[src/rtl/textdisp_pkg.sv]
// rtl/textdisp_pkg.sv - shared constants and types for the text-mode display controller
package textdisp_pkg;

    // Cell word bit positions
    localparam int ATTR_BLINK   = 15;
    localparam int ATTR_BG_LSB  = 12;
    localparam int ATTR_FG_I    = 11;
    localparam int ATTR_FG_LSB  = 8;
    localparam int ATTR_CHR_LSB = 0;

    // Default 480x272 panel timing
    localparam int DEF_H_ACTIVE = 480;
    localparam int DEF_H_FP     = 8;
    localparam int DEF_H_SYNC   = 4;
    localparam int DEF_H_BP     = 43;
    localparam int DEF_V_ACTIVE = 272;
    localparam int DEF_V_FP     = 4;
    localparam int DEF_V_SYNC   = 4;
    localparam int DEF_V_BP     = 12;

    // Clock cycles from counter position to registered pixel
    localparam int PIPE_LAT = 5;

    // Per-pixel sideband travelling alongside the fetch pipeline
    typedef struct packed {
        logic       active;
        logic       hs;
        logic       vs;
        logic       vb;
        logic       cur;
        logic [2:0] gcol;
    } side_t;

    // Map an active-high raw sync onto the panel's sync polarity
    function automatic logic sync_level(input logic raw, input logic pol);
        return raw ? pol : ~pol;
    endfunction

endpackage

[src/rtl/textdisp_timing.sv]
// rtl/textdisp_timing.sv - pixel/line counters with raw sync, active and frame-wrap decode
module textdisp_timing #(
    parameter int H_ACTIVE = 480,
    parameter int H_FP     = 8,
    parameter int H_SYNC   = 4,
    parameter int H_BP     = 43,
    parameter int V_ACTIVE = 272,
    parameter int V_FP     = 4,
    parameter int V_SYNC   = 4,
    parameter int V_BP     = 12,
    parameter int XW       = 10,
    parameter int YW       = 9
) (
    input  logic          clk_i,
    input  logic          rstn_i,
    output logic [XW-1:0] x_o,
    output logic [YW-1:0] y_o,
    output logic          active_o,
    output logic          hsync_o,
    output logic          vsync_o,
    output logic          vblank_o,
    output logic          frame_wrap_o
);

    localparam int HT = H_ACTIVE + H_FP + H_SYNC + H_BP;
    localparam int VT = V_ACTIVE + V_FP + V_SYNC + V_BP;

    logic [XW-1:0] x_q, x_d;
    logic [YW-1:0] y_q, y_d;
    logic          x_wrap, y_last;

    assign x_wrap = (x_q == XW'(HT - 1));
    assign y_last = (y_q == YW'(VT - 1));

    // Next pixel position: x wraps every line, y advances on the x wrap
    always_comb begin
        x_d = x_q + 1'b1;
        y_d = y_q;
        if (x_wrap) begin
            x_d = '0;
            y_d = y_last ? '0 : y_q + 1'b1;
        end
    end

    // Position register
    always_ff @(posedge clk_i or negedge rstn_i) begin
        if (!rstn_i) begin
            x_q <= '0;
            y_q <= '0;
        end else begin
            x_q <= x_d;
            y_q <= y_d;
        end
    end

    assign x_o          = x_q;
    assign y_o          = y_q;
    assign active_o     = (x_q < XW'(H_ACTIVE)) && (y_q < YW'(V_ACTIVE));
    assign hsync_o      = (x_q >= XW'(H_ACTIVE + H_FP)) && (x_q < XW'(H_ACTIVE + H_FP + H_SYNC));
    assign vsync_o      = (y_q >= YW'(V_ACTIVE + V_FP)) && (y_q < YW'(V_ACTIVE + V_FP + V_SYNC));
    assign vblank_o     = (x_q == '0) && (y_q == YW'(V_ACTIVE));
    assign frame_wrap_o = x_wrap && y_last;

endmodule

[src/rtl/textmode_ctrl.sv]
// rtl/textmode_ctrl.sv - text-mode LCD controller top; TEXTDISP_CURSOR_EN adds the underline cursor
module textmode_ctrl
    import textdisp_pkg::*;
#(
    parameter int H_ACTIVE     = DEF_H_ACTIVE,
    parameter int H_FP         = DEF_H_FP,
    parameter int H_SYNC       = DEF_H_SYNC,
    parameter int H_BP         = DEF_H_BP,
    parameter int V_ACTIVE     = DEF_V_ACTIVE,
    parameter int V_FP         = DEF_V_FP,
    parameter int V_SYNC       = DEF_V_SYNC,
    parameter int V_BP         = DEF_V_BP,
    parameter int SCALE        = 2,
    parameter int SYNC_POL     = 0,
    parameter int BLINK_FRAMES = 16,
    localparam int COLS        = H_ACTIVE / (8 * SCALE),
    localparam int ROWS        = V_ACTIVE / (8 * SCALE),
    localparam int AW          = $clog2(COLS * ROWS)
) (
    input  logic          pxclk_i,
    input  logic          rstn_i,
    output logic [AW-1:0] vram_addr_o,
    input  logic [15:0]   vram_data_i,
    output logic [9:0]    font_addr_o,
    input  logic [7:0]    font_row_i,
`ifdef TEXTDISP_CURSOR_EN
    input  logic          cursor_en_i,
    input  logic [4:0]    cursor_row_i,
    input  logic [5:0]    cursor_col_i,
`endif
    output logic          hsync_o,
    output logic          vsync_o,
    output logic          den_o,
    output logic [3:0]    rgbi_o,
    output logic          vblank_o
);

    localparam int   HT  = H_ACTIVE + H_FP + H_SYNC + H_BP;
    localparam int   VT  = V_ACTIVE + V_FP + V_SYNC + V_BP;
    localparam int   XW  = $clog2(HT);
    localparam int   YW  = $clog2(VT);
    localparam int   SH  = $clog2(SCALE);
    localparam int   CSH = SH + 3;
    localparam int   FCW = (BLINK_FRAMES > 1) ? $clog2(BLINK_FRAMES) : 1;
    localparam logic POL = (SYNC_POL != 0);

    if (SCALE != 1 && SCALE != 2 && SCALE != 4) begin : g_bad_scale
        $error("SCALE must be 1, 2 or 4");
    end
    if ((H_ACTIVE % (8 * SCALE)) != 0 || (V_ACTIVE % (8 * SCALE)) != 0) begin : g_bad_active
        $error("H_ACTIVE and V_ACTIVE must be multiples of 8*SCALE");
    end

    logic [XW-1:0] x;
    logic [YW-1:0] y;
    logic          active, hs_raw, vs_raw, vb_raw, frame_wrap;

    textdisp_timing #(
        .H_ACTIVE(H_ACTIVE), .H_FP(H_FP), .H_SYNC(H_SYNC), .H_BP(H_BP),
        .V_ACTIVE(V_ACTIVE), .V_FP(V_FP), .V_SYNC(V_SYNC), .V_BP(V_BP),
        .XW(XW), .YW(YW)
    ) u_timing (
        .clk_i        (pxclk_i),
        .rstn_i       (rstn_i),
        .x_o          (x),
        .y_o          (y),
        .active_o     (active),
        .hsync_o      (hs_raw),
        .vsync_o      (vs_raw),
        .vblank_o     (vb_raw),
        .frame_wrap_o (frame_wrap)
    );

    logic [XW-1:0] cell_col;
    logic [YW-1:0] cell_row;
    logic [2:0]    grow;
    logic          cur_hit;
    logic [AW-1:0] addr_d;
    side_t         s1_d;

`ifdef TEXTDISP_CURSOR_EN
    assign cur_hit = cursor_en_i && (grow == 3'd7)
                     && (int'(cursor_row_i) == int'(cell_row))
                     && (int'(cursor_col_i) == int'(cell_col));
`else
    assign cur_hit = 1'b0;
`endif

    // Cell and glyph coordinates from the counters; SCALE is a power of two so only shifts
    always_comb begin
        cell_col    = x >> CSH;
        cell_row    = y >> CSH;
        grow        = y[SH +: 3];
        addr_d      = AW'(int'(cell_row) * COLS + int'(cell_col));
        s1_d        = '0;
        s1_d.active = active;
        s1_d.hs     = hs_raw;
        s1_d.vs     = vs_raw;
        s1_d.vb     = vb_raw;
        s1_d.cur    = cur_hit;
        s1_d.gcol   = x[SH +: 3];
    end

    side_t       s1_q, s2_q, s3_q, s4_q;
    logic [2:0]  grow1_q, grow2_q;
    logic [15:8] attr3_q, attr4_q;

    // Stages 1-2: VRAM address out, sideband waits for the cell word
    always_ff @(posedge pxclk_i or negedge rstn_i) begin
        if (!rstn_i) begin
            vram_addr_o <= '0;
            s1_q        <= '0;
            grow1_q     <= '0;
            s2_q        <= '0;
            grow2_q     <= '0;
        end else begin
            vram_addr_o <= addr_d;
            s1_q        <= s1_d;
            grow1_q     <= grow;
            s2_q        <= s1_q;
            grow2_q     <= grow1_q;
        end
    end

    // Stages 3-4: font address from the cell character, attributes wait for the glyph row
    always_ff @(posedge pxclk_i or negedge rstn_i) begin
        if (!rstn_i) begin
            font_addr_o <= '0;
            attr3_q     <= '0;
            s3_q        <= '0;
            attr4_q     <= '0;
            s4_q        <= '0;
        end else begin
            font_addr_o <= {vram_data_i[ATTR_CHR_LSB +: 7], grow2_q};
            attr3_q     <= vram_data_i[15:8];
            s3_q        <= s2_q;
            attr4_q     <= attr3_q;
            s4_q        <= s3_q;
        end
    end

    logic           unused_rsvd;
    assign unused_rsvd = vram_data_i[7];

    logic [FCW-1:0] frame_cnt_q;
    logic           blink_phase_q;

    // Frame counter drives the blink half-period
    always_ff @(posedge pxclk_i or negedge rstn_i) begin
        if (!rstn_i) begin
            frame_cnt_q   <= '0;
            blink_phase_q <= 1'b0;
        end else if (frame_wrap) begin
            if (frame_cnt_q == FCW'(BLINK_FRAMES - 1)) begin
                frame_cnt_q   <= '0;
                blink_phase_q <= ~blink_phase_q;
            end else begin
                frame_cnt_q <= frame_cnt_q + 1'b1;
            end
        end
    end

    logic [3:0] fg, bg, pix;
    logic       pbit;

    // Colour select: glyph bit, then attribute blink, then cursor, then blanking
    always_comb begin
        fg   = attr4_q[ATTR_FG_LSB +: 4];
        bg   = {1'b0, attr4_q[ATTR_BG_LSB +: 3]};
        pbit = font_row_i[s4_q.gcol];
        pix  = pbit ? fg : bg;
        if (attr4_q[ATTR_BLINK] && blink_phase_q) pix = bg;
        if (s4_q.cur && !blink_phase_q) pix = fg;
        if (!s4_q.active) pix = 4'h0;
    end

    // Stage 5: registered pixel and LCD controls, all aligned
    always_ff @(posedge pxclk_i or negedge rstn_i) begin
        if (!rstn_i) begin
            rgbi_o   <= 4'h0;
            den_o    <= 1'b0;
            hsync_o  <= ~POL;
            vsync_o  <= ~POL;
            vblank_o <= 1'b0;
        end else begin
            rgbi_o   <= pix;
            den_o    <= s4_q.active;
            hsync_o  <= sync_level(s4_q.hs, POL);
            vsync_o  <= sync_level(s4_q.vs, POL);
            vblank_o <= s4_q.vb;
        end
    end

endmodule

[config.mk]
export PLATFORM = sky130hd
export DESIGN_NAME = textmode_ctrl
export DESIGN_NICKNAME = d
export VERILOG_FILES = /design/src/rtl/textdisp_pkg.sv /design/src/rtl/textdisp_timing.sv /design/src/rtl/textmode_ctrl.sv
export SDC_FILE = /design/constraint.sdc
export NUM_CORES = 1
export LEC_CHECK = 0
export CAP_MARGIN = 20
export CORE_MARGIN = 2
export CORE_UTILIZATION = 44
export DETAILED_ROUTE_END_ITERATION = 6
export MAX_ROUTING_LAYER = met4
export PLACE_DENSITY = 0.67
export SLEW_MARGIN = 10
export SYNTH_ARGS = -nofsm -noshare
export SYNTH_HDL_FRONTEND = slang
export SYNTH_SLANG_ARGS = --single-unit
[constraint.sdc]
create_clock -name pxclk_i -period 5 [get_ports pxclk_i]
set_input_delay 1.5 -clock pxclk_i [delete_from_list [all_inputs] [get_ports pxclk_i]]
set_output_delay 1.5 -clock pxclk_i [all_outputs]
set_load 0.005 [all_outputs]
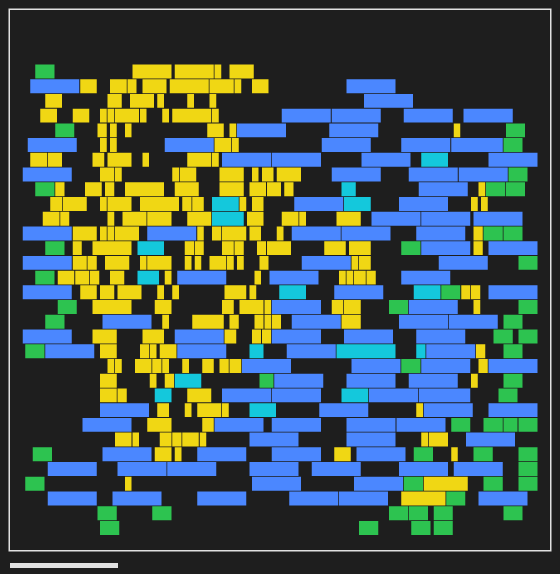
Figure 1: cells colored by class.
The bar under the picture is 20 um long.
cyan -> clock drivers and dummy loads  # cells 16, share of their area 4.4%
blue -> registers  # cells 101, share of their area 53%
green -> remaining buffers and delay cells  # cells 52, share of their area 11%
yellow -> remaining logic cells  # cells 200, share of their area 31%

==> reports/results.ini <==
[grt]
antenna_found_initial=0
grt_overflow=0
grt_max_degree=80
grtUsageTotal_pct=14.76

[floorplanning]
chipWidth_um=99.75
ios=53
initCoreUtil_pct=45.81
die_y_um=99.75
rows=34
chipArea_um2=9950

[flow_run]
cap_violations=0
warning_count=41

[synth]
synth_flops=101
syn_avg_cell_area_um2=13.31
synth_area_um2=4034
netlist_instances=303
ys_area_um2=4034
yosysUniqueCellTypes=36
synth.most_common_cell=dfrtp_1
top_area_share_pct=61.41
ys_seq_share_pct=62.72
synth_nets=366

[placement]
dp_cells=461
numPortBuffers=51
place_congestion=0.7888
dp_hpwl_um=4429

[route]
wl_per_cell_um=13.19
drtPass1Iterations=5
vias=2314
wirelength_um=6291
vias_per_cell=4.851

[final_timing]
finalHoldViolCount=0
worst_pin_slew_ps=917.8
rsz0062_at_grt=no
period_minus_slack_ps=3323

[clock_network]
clk_pin_slew_worst_paths_ps=100
cts_inserted_buffers=9
root_buffer=clkbuf_8
clk_latency_ps=360

[power_and_ir_drop]
power.leakage_uw=0.002304

[run_status]
status=completed

[critical_path]
crit_path_max_fanout=8
worstSetupEndpointType=flip-flop
critPathArrivalTime_ps=3610
slowest_stage=fa_1
cpMostUsedCell=fa_1
cp-start-kind=flip-flop

[finish]
antenna_cells=0

[hold_path]
hp-class=reg -> reg

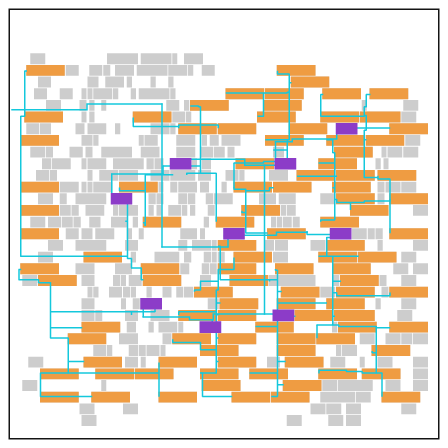
Figure 2: clock distribution.
cyan -> clock wires  # length 1050 um
purple -> clock-net drivers  # count 9
orange -> flip-flops  # count 101
routed clock nets = 10

## cell type report
class	instances	area [um^2]
clock buffers	9	123.9
clock inverters	7	86.33
fillers	738	3928
inverters	28	105.1
multi-input cells	172	1383
flip-flops and latches	101	2530
well taps	108	135.1
repair buffers	52	515.5
## flip-flops by register name (all words and copies together) (netlist names)
signal / flops
attr3_q: 8
blink_phase_q: 1
hsync_o: 1
den_o: 1
vblank_o: 1
u_timing.x_o: 10
vsync_o: 1
grow1_q: 3
grow2_q: 3
rgbi_o: 4
s3_q: 7
vram_addr_o: 9
s4_q: 7
u_timing.y_o: 9
s1_q: 7
s2_q: 7
attr4_q: 8
font_addr_o: 10
frame_cnt_q: 4
## report_power, final
part	internal [uW]	switching (uW)	leakage, uW
clock	239	280	0.000100
combinational	27.5	21.4	0.000950
sequential	828	3.00	0.00125
## per-layer routing
| layer | track usage [%] | share of wire [%] |
|---|---|---|
| met5 | - | 0 |
| met4 | 5.163 | 1.8 |
| met1 | 18.62 | 46 |
| met3 | 5.200 | 5.4 |
| met2 | 22.30 | 47 |
## worst paths after layout
kind	start	end	slack [ps]	cells past startpoint
min in group asynchronous	rstn_i	font_addr_o[3]$_DFF_PN0_	1270	1
worst min register to register	attr3_q[15]$_DFF_PN0_	attr4_q[15]$_DFF_PN0_	350	0
worst max-delay path	u_timing.y_o[4]$_DFFE_PN0N_	vram_addr_o[8]$_DFF_PN0_	1680	11
worst min-delay path	attr3_q[15]$_DFF_PN0_	attr4_q[15]$_DFF_PN0_	350	0
worst max register to register	u_timing.y_o[4]$_DFFE_PN0N_	vram_addr_o[8]$_DFF_PN0_	1680	11
max in group asynchronous	rstn_i	u_timing.y_o[0]$_DFFE_PN0N_	2860	2
## per-stage QoR
step	hold WS (ps)	power (uW)	instance area [um^2]	setup WS [ps]	utilization [%]
finish	345.8	1398	4878	1677	55.40
floorplan	331.2	851.6	4034	1949	-
CTS	353.5	1426	4878	1662	55.40
global placement	331.7	896.4	4668	1718	53.01
detailed placement	334.7	897.8	4668	1694	53.01
global route	356.4	1463	4878	1463	55.40
## worst max-delay path, delay by kind of cell, from the launching register on
kind / cells / cell delay [ps]
buffers and inverters: 2 / 100
adder cells (fa/ha/maj): 4 / 1880
AND/OR/NAND/NOR: 1 / 250
flip-flops: 1 / 520
AND-OR/OR-AND: 3 / 330
XOR/XNOR: 1 / 150
## kinds of logic after synthesis
group | share of synthesized area (%)
XOR/XNOR | 5.862
buffers and inverters | 3.009
multiplexers | 1.675
flip-flops | 62.72
AND-OR/OR-AND | 3.877
AND/OR/NAND/NOR | 9.894
adder cells (fa/ha/maj) | 12.97
## placed cells by master (no fill, tap or decap), drive strengths merged, types with 2 or more instances in the layout
cell,Yosys,final
clkbuf,0,9
fa,8,8
dfrtp,99,99
and3,5,5
mux2,2,2
nor2b,2,2
nand4,4,4
clkinv,0,3
a21o,2,2
inv,28,29
o21ai,7,7
a21oi,7,7
ha,29,29
buf,2,2
nor2,20,20
a31oi,2,2
nand2,18,18
dfstp,2,2
nor3,5,5
o21bai,2,2
mux4,2,2
clkinvlp,0,2
xnor2,20,20
clkdlybuf4s50,0,50
nor4,2,2
xor2,7,7
nand2b,3,3
nand3,16,16
Power figures rest on the tool's default switching activity, not on a simulated workload.
